==> config.mk <==
export PLATFORM = sky130hd
export DESIGN_NAME = ram_sync_param
export DESIGN_NICKNAME = d
export VERILOG_FILES = /design/src/rtl/ram_pkg.sv /design/src/rtl/ram_sweep_ctrl.sv /design/src/rtl/ram_sync_param.sv
export SDC_FILE = /design/constraint.sdc
export NUM_CORES = 1
export LEC_CHECK = 0
export CORE_ASPECT_RATIO = 2
export CORE_MARGIN = 4
export CORE_UTILIZATION = 55
export CTS_BUF_LIST = sky130_fd_sc_hd__clkbuf_8
export CTS_CLUSTER_DIAMETER = 200
export DETAILED_ROUTE_END_ITERATION = 6
export GPL_ROUTABILITY_DRIVEN = 0
export GPL_TIMING_DRIVEN = 0
export HOLD_SLACK_MARGIN = 0.03
export PLACE_DENSITY = 0.74
export SLEW_MARGIN = 10
export SYNTH_ARGS = -nofsm -noshare
export SYNTH_HDL_FRONTEND = slang
export SYNTH_HIERARCHICAL = 1
export SYNTH_SLANG_ARGS = --single-unit
export TNS_END_PERCENT = 1
==> constraint.sdc <==
create_clock -name clk -period 5.9 [get_ports clk]
set_clock_uncertainty 0.2 [all_clocks]
set_input_delay 0.885 -clock clk [delete_from_list [all_inputs] [get_ports clk]]
set_output_delay 0.885 -clock clk [all_outputs]
set_load 0.02 [all_outputs]
Run 1, met1 routing:
Scale bar: 20 um.
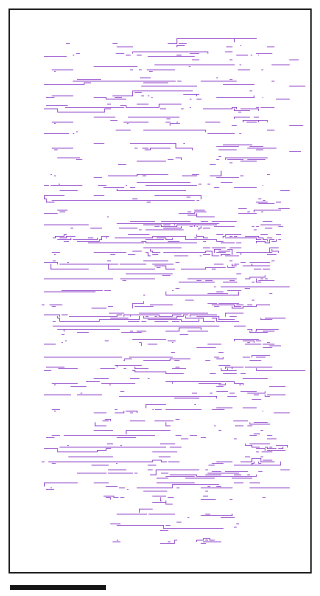
share of all routed wire: 36%
wire length on this layer: 2250 um
longest straight run: 34.5 um
Via Count: 1830
Detailed Route WL: 6.32 mm
met1 GRT Util: 19.1%

Run 1, signal wires on met2:
Scale bar: 20 um. Cells faint in the background.
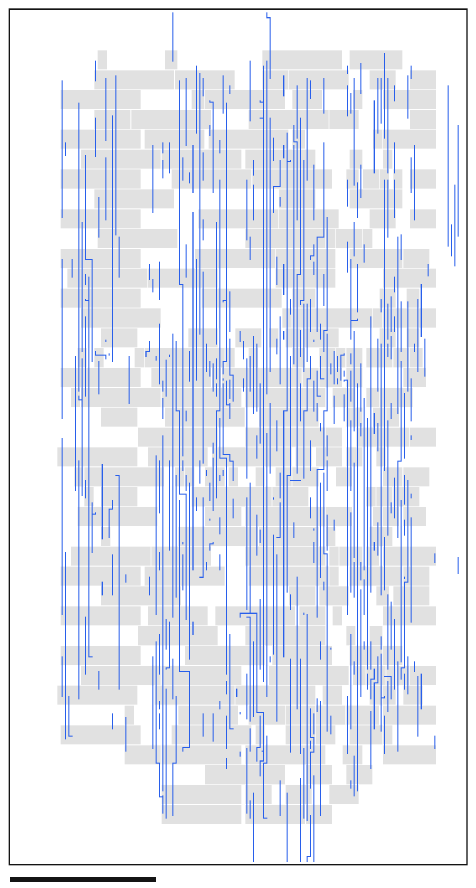
share of all routed wire: 57%
main direction: vertical
wire length on this layer: 3600 um
nets with wire on the layer: 223
longest straight run: 84.3 um
met2 Usage GRT: 36.4%

Run 1, signal wires on met3:
Scale bar: 20 um. Cells faint in the background.
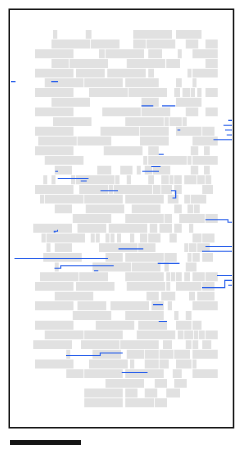
main direction: horizontal
longest straight run: 26.0 um
wire length on this layer: 169 um
met3 usage in global routing: 3.06%

Run 1, M4 wires:
Scale bar: 20 um.
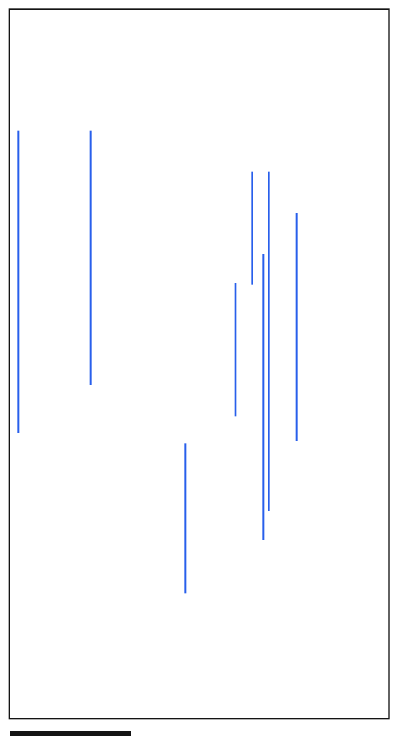
nets with wire on the layer: 5
wire length on this layer: 296 um
share of all routed wire: 4.7%
longest straight run: 55.8 um

==> qor.yml, run 1 <==
status:
  status: "finished clean"
drt:
  wl_met1_mm: 2.25
  dr_wl_met2_mm: 3.60
  firstDrtPassIters: 4
synth:
  top_cells_by_count: "edfxtp_1 (64), nor2_1 (23), mux4_2 (15), dfxtp_1 (12), mux2i_1 (8)"
  synthCells: 204
  synthArstFlopShare_pct: 0
  post-synth-top-count-cell: "edfxtp_1"
  synth_flop_count: 76
  ys_seq_share_pct: 66.2
power:
  power.internal_mw: 0.973
  maxPowerGroup: "sequential cells"
  peakVddDrop_v: 0.000216
cts:
  insertion_delay_ns: 0.35
  clkSlewWorstSetupHoldPaths_ns: 0.07
floorplan:
  fp_util_pct: 56.7
worst_setup_path:
  cp_top_family: "simple AND/OR/NAND/NOR gates"
sta:
  final_hold_viol_count: 0
  min_period_ns: 3.62
  fin_ws_ns: 2.28
final_layout:
  post_layout_nonfiller_instances: 298
  comb_area_share_pct: 27.3
  stdcell_area_mm2: 0.00373
global_routing:
  grt_pass1_wl_mm: 10.1
hold_path:
  min_path_cells: 2
placed_design:
  dp_cells: 282
==> run 1 -> run 2 <==
- PLACE_DENSITY: 0.74 -> 0.77
- clock period: 5.9 -> 3.2 ns (I/O delays scaled with it)
==> run 2 against run 1 <==
  * Critical path depth unchanged
  * Synthesized area unchanged
  * Combinational power increased by 83%
  * Sequential share of layout area decreased by 0.14 points
  * Via count unchanged
  * Global-route usage increased by 0.37 points
  * Core utilization increased by 0.15 points
  * Clock power increased by 88%
  * Total power increased by 86%
  * Hold slack improved by 0.0039 ns
  * Non-clock buffer count unchanged
  * Largest power group unchanged
  * Count of clock-buffer cells in the layout decreased by 1
==> qor.yml, run 2 <==
synth:
  ys.flop_type: "edfxtp_1"
  ys_seq_share_pct: 66.2
  synthArstFlopShare_pct: 0
  top_cells_by_count: "edfxtp_1 (64), nor2_1 (23), mux4_2 (15), dfxtp_1 (12), mux2i_1 (8)"
  ys_sh_xor_pct: 0
  synth_flop_count: 76
  synthCells: 204
  post-synth-top-count-cell: "edfxtp_1"
  synthDominantAreaCellType: "edfxtp_1"
drt:
  firstDrtPassIters: 4
  wl_met1_mm: 2.15
  vias: 1830
  dr_wl_met2_mm: 3.73
worst_setup_path:
  cp_top_family: "buffers and inverters"
  path_cells: "clkdlybuf4s50_1 > nor2_1 > nand2b_1 > nor4_2 > buf_2 > a32oi_1 > nor2_1"
sta:
  fin_ws_ns: 0.129
  final_hold_viol_count: 0
  min_period_ns: 3.07
  setup_viol: 0
final_layout:
  post_layout_nonfiller_instances: 298
  comb_area_share_pct: 27.4
  logic_gate_count: 111
  sh_seq_area_pct: 57.9
  drive_gt1_share_pct: 21.9
  stdcell_area_mm2: 0.00373
  nonClkBufAreaFrac_pct: 6.23
power:
  total_power_mw: 2.42
  maxPowerGroup: "sequential cells"
  power.internal_mw: 1.78
cts:
  holdBufCountCts: 0
  tritoncts: "done"
  clkSlewWorstSetupHoldPaths_ns: 0.08
floorplan:
  taps: 61
  rows: 39
  fp_util_pct: 56.7
placed_design:
  dp_cells: 282
hold_path:
  min_path_cells: 2
status:
  status: "finished clean"
global_routing:
  grt_pass1_wl_mm: 10.3
Run 2, met1 routing:
Scale bar: 20 um.
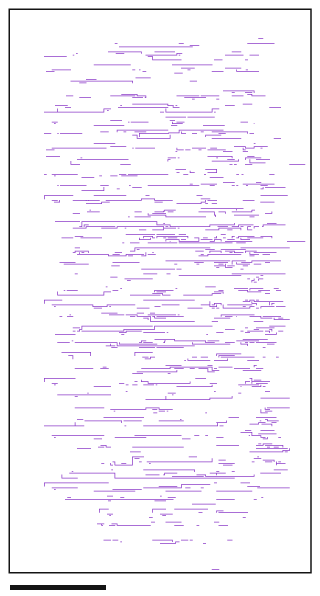
main direction: horizontal
wire length on this layer: 2150 um
longest straight run: 24.8 um
met1 GRT Util: 19.0%
Detailed Route WL: 6.41 mm

Run 2, track usage over the die:
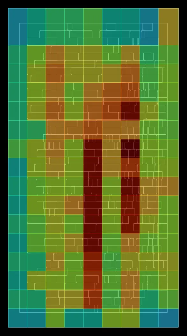
met2 Usage GRT: 36.4%
met3 usage in global routing: 5.54%

Power figures rest on the tool's default switching activity, not on a simulated workload.
